$ cat src/rtl/external_output_scan_if.sv
// Bus bundle for external_output_scan: push-side controls from the datapath
// and the registered 7-segment/select drive back to the board.
interface external_output_scan_if #(
    parameter int DATA_W = 16,
    parameter int SLOTS  = 8,
    parameter int BANKS  = 2
) ();
    localparam int NIB    = DATA_W / 4;
    localparam int DEPTH  = SLOTS * BANKS;
    localparam int SEG_W  = 8 * NIB * BANKS;
    localparam int FILL_W = $clog2(DEPTH + 1);

    logic              out_en;
    logic              push_en;
    logic              clear;
    logic              blank_invalid;
    logic [DATA_W-1:0] din;
    logic [SEG_W-1:0]  seg;
    logic [SLOTS-1:0]  select;
    logic [FILL_W-1:0] fill_count;

    modport master (
        output out_en, push_en, clear, blank_invalid, din,
        input  seg, select, fill_count
    );

    modport slave (
        input  out_en, push_en, clear, blank_invalid, din,
        output seg, select, fill_count
    );
endinterface

$ cat src/rtl/external_output_scan.sv
// Shift history of SLOTS*BANKS words, scanned onto SLOTS one-hot select lines
// with BANKS 7-segment words driven per slot.
module external_output_scan #(
    parameter int DATA_W  = 16,
    parameter int SLOTS   = 8,
    parameter int BANKS   = 2,
    parameter int ON_CYC  = 2,
    parameter int OFF_CYC = 1
) (
    input  logic                 clock,
    input  logic                 reset,
    external_output_scan_if.slave bus
);
    localparam int NIB        = DATA_W / 4;
    localparam int DEPTH      = SLOTS * BANKS;
    localparam int WORD_SEG_W = 8 * NIB;
    localparam int SEG_W      = WORD_SEG_W * BANKS;
    localparam int FILL_W     = $clog2(DEPTH + 1);
    localparam int SLOT_W     = (SLOTS > 1) ? $clog2(SLOTS) : 1;
    localparam int IDX_W      = (DEPTH > 1) ? $clog2(DEPTH) : 1;
    localparam int CNT_MAX    = (ON_CYC > OFF_CYC) ? ON_CYC : OFF_CYC;
    localparam int CNT_W      = (CNT_MAX > 1) ? $clog2(CNT_MAX) : 1;

    typedef enum logic [1:0] {
        ST_LOAD = 2'd0,
        ST_ON   = 2'd1,
        ST_OFF  = 2'd2
    } state_t;

    function automatic logic [7:0] digit_seg(input logic [3:0] nib);
        logic [7:0] s;
        case (nib)
            4'h0:    s = 8'hFC;
            4'h1:    s = 8'h60;
            4'h2:    s = 8'hDA;
            4'h3:    s = 8'hF2;
            4'h4:    s = 8'h66;
            4'h5:    s = 8'hB6;
            4'h6:    s = 8'hBE;
            4'h7:    s = 8'hE0;
            4'h8:    s = 8'hFE;
            4'h9:    s = 8'hF6;
            4'hA:    s = 8'hEE;
            4'hB:    s = 8'h3E;
            4'hC:    s = 8'h1A;
            4'hD:    s = 8'h7A;
            4'hE:    s = 8'h9E;
            4'hF:    s = 8'h8E;
            default: s = 8'h00;
        endcase
        return s;
    endfunction

    // Most-significant nibble lands in the top byte; the last digit carries the dp.
    function automatic logic [WORD_SEG_W-1:0] word_seg(input logic [DATA_W-1:0] w,
                                                       input logic vld,
                                                       input logic blank);
        logic [WORD_SEG_W-1:0] r;
        logic [DATA_W-1:0]     v;
        v = vld ? w : '0;
        r = '0;
        for (int n = 0; n < NIB; n++) begin
            r[n*8 +: 8] = digit_seg(v[n*4 +: 4]);
        end
        r[0] = 1'b1;
        return (!vld && blank) ? '0 : r;
    endfunction

    logic [DATA_W-1:0] entry_r [DEPTH];
    logic [DEPTH-1:0]  valid_r;
    logic [FILL_W-1:0] fill_r;
    state_t            state_r;
    logic [SLOT_W-1:0] slot_r;
    logic [CNT_W-1:0]  cnt_r;
    logic [SEG_W-1:0]  seg_r;
    logic [SLOTS-1:0]  select_r;

    logic              push_s;
    logic [SLOT_W-1:0] next_slot_s;
    logic [SEG_W-1:0]  seg_next_s;
    logic [SLOTS-1:0]  sel_onehot_s;
    logic [IDX_W-1:0]  idx_s;

    assign push_s = bus.out_en & bus.push_en & ~bus.clear;

    // Next slot index with wrap after the last slot.
    always_comb begin
        next_slot_s = slot_r + SLOT_W'(1);
        if (slot_r == SLOT_W'(SLOTS - 1)) begin
            next_slot_s = '0;
        end else begin
            next_slot_s = slot_r + SLOT_W'(1);
        end
    end

    // Decode of the current slot's entries, bank 0 in the top word.
    always_comb begin
        seg_next_s = '0;
        idx_s      = '0;
        for (int b = 0; b < BANKS; b++) begin
            idx_s = IDX_W'(int'(slot_r) + b * SLOTS);
            seg_next_s[SEG_W-1-b*WORD_SEG_W -: WORD_SEG_W] =
                word_seg(entry_r[idx_s], valid_r[idx_s], bus.blank_invalid);
        end
    end

    // Slot 0 drives the most-significant select line.
    always_comb begin
        sel_onehot_s = '0;
        for (int i = 0; i < SLOTS; i++) begin
            sel_onehot_s[i] = (slot_r == SLOT_W'(SLOTS - 1 - i));
        end
    end

    // History shift register with clear and saturating fill counter.
    always_ff @(posedge clock or negedge reset) begin
        if (!reset) begin
            for (int i = 0; i < DEPTH; i++) entry_r[i] <= '0;
            valid_r <= '0;
            fill_r  <= '0;
        end else if (bus.clear) begin
            for (int i = 0; i < DEPTH; i++) entry_r[i] <= '0;
            valid_r <= '0;
            fill_r  <= '0;
        end else if (push_s) begin
            for (int i = DEPTH - 1; i > 0; i--) begin
                entry_r[i] <= entry_r[i-1];
                valid_r[i] <= valid_r[i-1];
            end
            entry_r[0] <= bus.din;
            valid_r[0] <= 1'b1;
            if (fill_r != FILL_W'(DEPTH)) begin
                fill_r <= fill_r + FILL_W'(1);
            end
        end
    end

    // Scan FSM: LOAD captures seg, ON drives select, OFF blanks before next slot.
    always_ff @(posedge clock or negedge reset) begin
        if (!reset) begin
            state_r  <= ST_LOAD;
            slot_r   <= '0;
            cnt_r    <= '0;
            seg_r    <= '0;
            select_r <= '0;
        end else begin
            case (state_r)
                ST_LOAD: begin
                    seg_r    <= seg_next_s;
                    select_r <= '0;
                    cnt_r    <= '0;
                    state_r  <= ST_ON;
                end
                ST_ON: begin
                    select_r <= sel_onehot_s;
                    if (cnt_r == CNT_W'(ON_CYC - 1)) begin
                        cnt_r <= '0;
                        if (OFF_CYC == 0) begin
                            state_r <= ST_LOAD;
                            slot_r  <= next_slot_s;
                        end else begin
                            state_r <= ST_OFF;
                        end
                    end else begin
                        cnt_r <= cnt_r + CNT_W'(1);
                    end
                end
                ST_OFF: begin
                    select_r <= '0;
                    if (cnt_r == CNT_W'(OFF_CYC - 1)) begin
                        cnt_r   <= '0;
                        state_r <= ST_LOAD;
                        slot_r  <= next_slot_s;
                    end else begin
                        cnt_r <= cnt_r + CNT_W'(1);
                    end
                end
                default: begin
                    state_r  <= ST_LOAD;
                    slot_r   <= '0;
                    cnt_r    <= '0;
                    select_r <= '0;
                end
            endcase
        end
    end

    assign bus.seg        = seg_r;
    assign bus.select     = select_r;
    assign bus.fill_count = fill_r;
endmodule

$ cat src/flat_wrapper.sv
// flat-port wrapper written by rule: the top's interface ports become plain ports
module external_output_scan_flat 
#(
    parameter int DATA_W  = 16,
    parameter int SLOTS   = 8,
    parameter int BANKS   = 2,
    parameter int ON_CYC  = 2,
    parameter int OFF_CYC = 1
)
  (clock, reset, bus_out_en, bus_push_en, bus_clear, bus_blank_invalid, bus_din, bus_seg, bus_select, bus_fill_count);
  external_output_scan_if #(.DATA_W(DATA_W), .SLOTS(SLOTS), .BANKS(BANKS)) bus_i ();
  input  logic clock;
  input  logic reset;
  input wire logic [$bits(bus_i.out_en)-1:0] bus_out_en;
  input wire logic [$bits(bus_i.push_en)-1:0] bus_push_en;
  input wire logic [$bits(bus_i.clear)-1:0] bus_clear;
  input wire logic [$bits(bus_i.blank_invalid)-1:0] bus_blank_invalid;
  input wire logic [$bits(bus_i.din)-1:0] bus_din;
  output wire logic [$bits(bus_i.seg)-1:0] bus_seg;
  output wire logic [$bits(bus_i.select)-1:0] bus_select;
  output wire logic [$bits(bus_i.fill_count)-1:0] bus_fill_count;
  assign bus_i.out_en = bus_out_en;
  assign bus_i.push_en = bus_push_en;
  assign bus_i.clear = bus_clear;
  assign bus_i.blank_invalid = bus_blank_invalid;
  assign bus_i.din = bus_din;
  assign bus_seg = bus_i.seg;
  assign bus_select = bus_i.select;
  assign bus_fill_count = bus_i.fill_count;
  external_output_scan #(.DATA_W(DATA_W), .SLOTS(SLOTS), .BANKS(BANKS), .ON_CYC(ON_CYC), .OFF_CYC(OFF_CYC)) u_core (.clock(clock), .reset(reset), .bus(bus_i));
endmodule
$ cat config.mk
export PLATFORM = sky130hd
export DESIGN_NAME = external_output_scan_flat
export DESIGN_NICKNAME = d
export VERILOG_FILES = /design/src/rtl/external_output_scan_if.sv /design/src/rtl/external_output_scan.sv /design/src/flat_wrapper.sv
export SDC_FILE = /design/constraint.sdc
export NUM_CORES = 1
export LEC_CHECK = 0
export ABC_AREA = 1
export CAP_MARGIN = 15
export CORE_MARGIN = 8
export CORE_UTILIZATION = 61
export DETAILED_ROUTE_END_ITERATION = 6
export HOLD_SLACK_MARGIN = 0.1
export PLACE_DENSITY_LB_ADDON = 0.08
export RECOVER_POWER = 50
export SKIP_CTS_REPAIR_TIMING = 1
export SLEW_MARGIN = 20
export SYNTH_ARGS = -nofsm -noshare
export SYNTH_HDL_FRONTEND = slang
export SYNTH_SLANG_ARGS = --single-unit
$ cat constraint.sdc
create_clock -name clock -period 2.7 [get_ports clock]
set_input_delay 0.405 -clock clock [delete_from_list [all_inputs] [get_ports clock]]
set_output_delay 0.405 -clock clock [all_outputs]
set_load 0.01 [all_outputs]
==> run notes, run 1 <==
The flow completed. Wire length the detailed router placed on met1 landed at between 15000 and 20000 um. After synthesis, the largest family of logic cells by area is simple AND/OR/NAND/NOR gates. In the Yosys report the total cell count is 2207. Required time at the endpoint of the critical path landed at ~3.1 ns. Synthesized area per cell landed at 8.16 um^2. TritonRoute reported its final design rule violation total as 0. Total inserted antenna cells landed at 0. Setup repair after global routing left no endpoint under its margin.

Met3 layer usage reported by global route landed at 3.81%. According to the floorplan log, the row count is ~63. The floorplan step defined a core boundary enclosing 29300 um^2. Area of the die landed at 35300 um^2. Fraction of synthesized cell area in xor and xnor cells landed at 0%. The run finished with clean final reports. The timing report shows the most common cell along the critical path to be sky130_fd_sc_hd__nand2_1. For this block, the initial DRC count from the detailed router was around 1100. Amount of wire on met3 after detailed routing landed at around 1900 um. Post-route fraction of the period consumed by the critical path landed at ~93%. In this run the number of H-tree levels came out at 2. TritonCTS built the clock tree. The layout summary lists the proportion of cells stronger than drive strength 1 as around 8.8%.

In the synthesis report, Yosys lists the chip area as between 15000 and 20000 um^2. The final layout reports a setup TNS of 0 ns. Sum of met2 wire segment lengths after detailed routing landed at 20500 um. Total leakage power landed at just under 10 nW. Power density over cell area landed at between 500 and 600 nW/um^2. Core utilization at floorplan landed at around three fifths.

Critical path's largest stage delay landed at between 0.5 and 0.6 ns. The critical path is of the flop to flop type. The finished design was reported to have a net count of around 2300. Simple-gate share of the synthesized area landed at 23.0%. Maximum count of clock buffers along a single path landed at 3. In this run the count of I/O pins placed on the die edge is roughly 99.

Area of the mapped netlist landed at 18000 um^2. Largest net degree at the start of global routing landed at 94. After routing the design area is a little over 20000 um^2. Synthesis instantiated 33 different standard cells from the library. Latest clock arrival within the worst-skew pair landed at approximately 0.52 ns.

The most common logic cells in the final layout are 620 x sky130_fd_sc_hd__nand2_1, 346 x sky130_fd_sc_hd__dfrtp_1, 312 x sky130_fd_sc_hd__inv_1, 252 x sky130_fd_sc_hd__o22ai_1, 194 x sky130_fd_sc_hd__nand3_1. The final timing report lists clock skew as 0.0117 ns. Clock tree synthesis inserted a total of 39 buffers.

Per the run summary, max-cap violations total 0. In this run the horizontal extent of the chip is ~190 um. The global routing report lists met2 layer usage as 40.3%. The worst setup path is launched from a flop. Clock tree synthesis selected as its root buffer the cell sky130_fd_sc_hd__clkbuf_16.
[run 1: final timing paths]
path | endpoint | slack (ns) | depth (start not counted)
worst max register to register | u_core.bus.seg[62] | 0.18 | 15
worst min register to register | u_core.cnt_r | 0.46 | 1
min in group clock | u_core.entry_r[245] | 0.44 | 3
worst min-delay path | u_core.bus.select[6] | 0.43 | 2
worst max-delay path | u_core.bus.seg[62] | 0.18 | 15
max in group asynchronous | u_core.entry_r[243] | 0.54 | 3
[run 1: where the power goes]
group	switching, mW	internal [mW]
combinational	0.356	0.193
clock	2.10	3.23
sequential	0.0434	5.30
[run 1: flip-flops by register name, indices dropped and copies added, names as in the netlist]
register,cells
u_core.bus.fill_count,5
u_core.bus.seg,58
u_core.valid_r,16
u_core.bus.select,8
u_core.slot_r,3
u_core.entry_r,256
u_core.state_r,2
u_core.cnt_r,1
[run 1: cell type report]
| class | instances | area, um^2 |
|---|---|---|
| clock buffers | 61 | 1230 |
| clock inverters | 10 | 80.1 |
| fillers | 2411 | 8780 |
| inverters | 326 | 1230 |
| multi-input cells | 1405 | 7330 |
| flip-flops and latches | 349 | 8740 |
| well taps | 390 | 488 |
| repair buffers | 138 | 1450 |
[run 1: cell usage after synthesis, drive strengths merged]
cell and count:
nand3 208, clkinv 1, inv 325, nand2 649
o21ai 77, buf 68, dfrtp 349, nor3b 1
conb 1, o211ai 26, nor2 62, o22ai 252
a21oi 41, nor3 16, nand3b 1, nand4 6
clkbuf 64, ha 60
[run 1: metrics by stage]
stage               cells  hold slack, ns  util, %  setup WS [ns]  total power, mW
finish               2679           0.429     70.1          0.183             11.2
global route         2679           0.451     70.1         0.0156             11.6
CTS                  2678          -0.134     70.3          0.203             11.3
detailed placement   2607           0.412     65.9          0.224             6.01
global placement     2607           0.409     65.9          0.300             6.00
floorplan            2212           0.109        -          0.509             5.67
run_1/met1.png
Drawn at 2 px/um. Supply wires on this layer in grey.
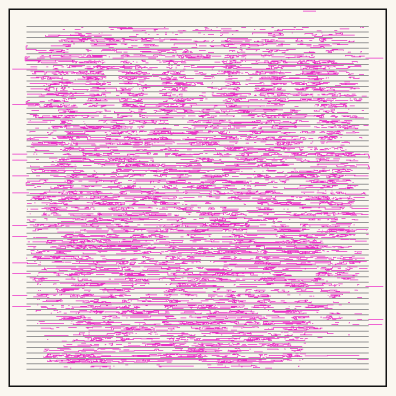
main direction = horizontal
wire length on this layer = 19100 um
share of all routed wire = 44%
nets with wire on the layer = 2125
longest straight run = 80.0 um

run_1/metal_stack.png
Drawn at 2 px/um. Only two layers are drawn.
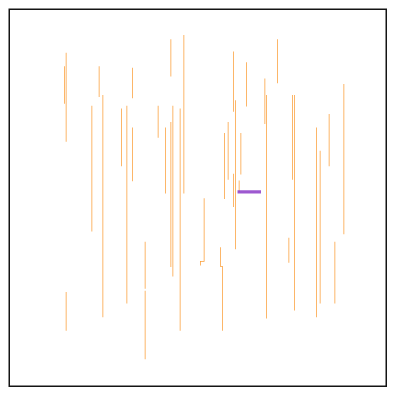
purple -> met5  # wire length 10.1 um
orange -> met4  # wire length 1840 um
total number of vias: 15000
sum of routed wire length over all layers: 43400 um
gr usage total: 24.6%
post-detailed-route wirelength per cell: 16.2 um

run_1/zoom.png
Region (79, 116) to (109, 146) um. Cells in grey, sequential cells in the stronger grey; small squares are vias.
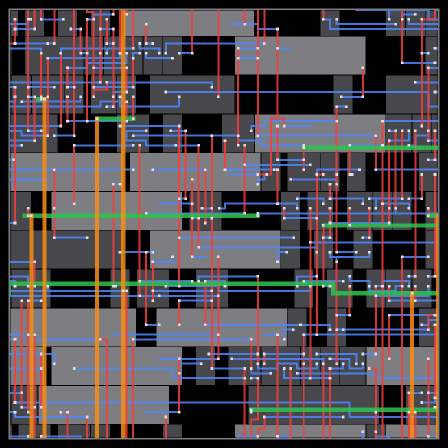
blue -> met1
green -> met3
orange -> met4
red -> met2
sequential cells in the window = 12
netlist names of flops here include = u_core.entry_r (11), u_core.bus.seg (1)
most frequent = nand2_1 (25), dfrtp_1 (12), inv_1 (10)
cells with their middle in the window = 76

## Run 2: what changed since run 1
- SKIP_CTS_REPAIR_TIMING: 1 -> default
run_2/final_congestion.png
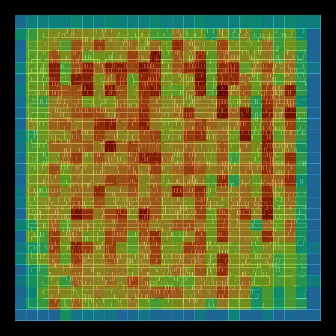
met3 capacity usage during global routing: 3.83%
final core area utilization: 70.1%
gr busiest metal: met2

run_2/zoom.png
Region (79, 116) to (109, 146) um. Cells in grey, sequential cells in the stronger grey; small squares are vias.
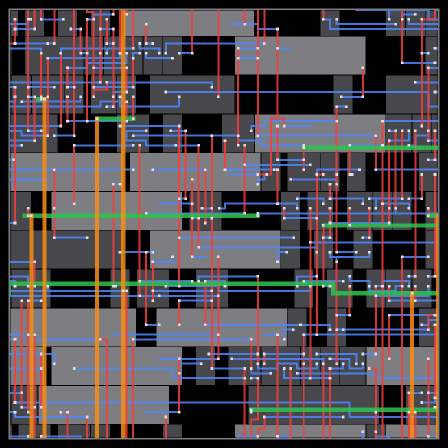
blue -> met1
orange -> met4
red -> met2
green -> met3
netlist names of flops here include = u_core.entry_r (11), u_core.bus.seg (1)
sequential cells in the window = 12
most frequent = nand2_1 (25), dfrtp_1 (12), inv_1 (10)
cells with their middle in the window = 76

run_2/metal_stack.png
Drawn at 2 px/um. Only two layers are drawn.
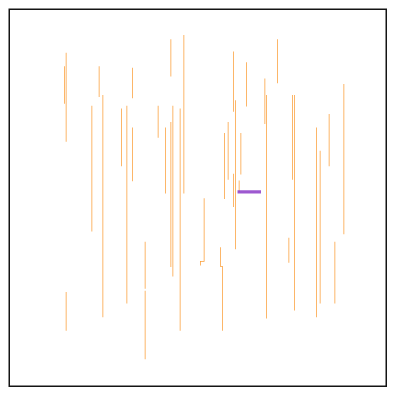
orange -> met4  # wire length 1840 um
purple -> met5  # wire length 10.1 um

==> run notes, run 2 <==
The flow completed. Count of boundary I/O pins landed at 99 (unchanged). Worst hold-check slack landed at 0.429 ns (unchanged). The critical path's largest stage delay is 0.57 ns (about the same). TritonCTS buffer count landed at 39 (unchanged).

The sum of met2 wire segment lengths after detailed routing came to 20500 um (unchanged). Setup repair after global routing left no endpoint under its margin. By count the netlist is led by 620 x sky130_fd_sc_hd__nand2_1, 349 x sky130_fd_sc_hd__dfrtp_1, 314 x sky130_fd_sc_hd__inv_1, 252 x sky130_fd_sc_hd__o22ai_1, 194 x sky130_fd_sc_hd__nand3_1. The overall power after layout is 11.2 mW (unchanged). The setup total negative slack was 0 ns (unchanged). The synthesized area per cell is 8.16 um^2 (unchanged). Final worst clock skew landed at 0.0117 ns (unchanged).

The starting DRC count in detailed routing was 1094 (unchanged). Per STA, the library cell used most along the worst path is sky130_fd_sc_hd__nand2_1. Post-route fraction of the period consumed by the critical path landed at 93.2% (unchanged). The worst-case setup margin in the final layout came to 0.183 ns (unchanged). Horizontal die size landed at 188 um (unchanged). Cell total in the yosys stat output landed at 2207 (unchanged). The area of the mapped netlist was 18000 um^2 (unchanged). STA classifies the critical path startpoint as a flop. By instance count, the leading cell after synthesis is sky130_fd_sc_hd__nand2_1. Counting flops per register, the top entry is u_core.entry_r. Placeable core area landed at 29300 um^2 (unchanged). The flow ran to the end, and the final reports show no timing, DRC or antenna violations. Instance count after placement with tap cells included landed at 2607 (unchanged). The maximum count of clock buffers along a single path is 3 (unchanged).

Routed length per placed instance landed at 16.2 um (unchanged). The fraction of registers with async set/reset came to 100% (unchanged). Area of the die landed at 35300 um^2 (unchanged). Amount of wire on met3 after detailed routing landed at 1940 um (unchanged). Final net count landed at 2341 (unchanged).
[run 2: per-layer routing]
layer	GRT usage, %	up-vias
li1	-	7284
met2	40.3	377
met1	32.1	7213
met3	3.83	90
met5	0	-
met4	11.2	2
[run 2: cell type report]
type                       instances  area, um^2
fill                            2411        8780
multi-input combinational       1405        7330
inverter                         326        1230
clock inverter                    10        80.1
tap                              390         488
clock buffer                      61        1230
timing repair buffer             138        1450
sequential                       349        8740
[run 2: worst paths after layout]
| path | end | slack [ns] | cells after the start | startpoint |
|---|---|---|---|---|
| setup / recovery | u_core.bus.seg[62] | 0.18 | 15 | u_core.slot_r[0] |
| hold / removal | u_core.bus.select[6] | 0.43 | 2 | reset |
| setup reg to reg | u_core.bus.seg[62] | 0.18 | 15 | u_core.slot_r[0] |
| hold reg to reg | u_core.cnt_r | 0.46 | 1 | u_core.cnt_r |
| max in group asynchronous | u_core.entry_r[243] | 0.54 | 3 | reset |
| min in group clock | u_core.entry_r[245] | 0.44 | 3 | bus_din[5] |
[run 2: where the power goes]
| group | switching [mW] | leakage (nW) | total (mW) | internal [mW] |
|---|---|---|---|---|
| registers | 0.0434 | 4.74 | 5.34 | 5.30 |
| clock network | 2.10 | 0.649 | 5.33 | 3.23 |
| logic | 0.356 | 4.27 | 0.549 | 0.193 |
| total | 2.50 | 9.66 | 11.2 | 8.72 |
[run 2: kinds of logic (layout without fill, tap and decap cells)]
logic type | count (synthesis) | in the layout | share of synthesized area, %
and+or+nand+nor | 943 | 943 | 23.0
buffers and inverters | 458 | 535 | 10.9
AOI/OAI and AO/OA | 396 | 396 | 13.4
DFF | 349 | 349 | 48.5
adders and majority gates | 60 | 60 | 4.17
other | 1 | 6 | 0.0208
Power and IR drop assume default switching activity.
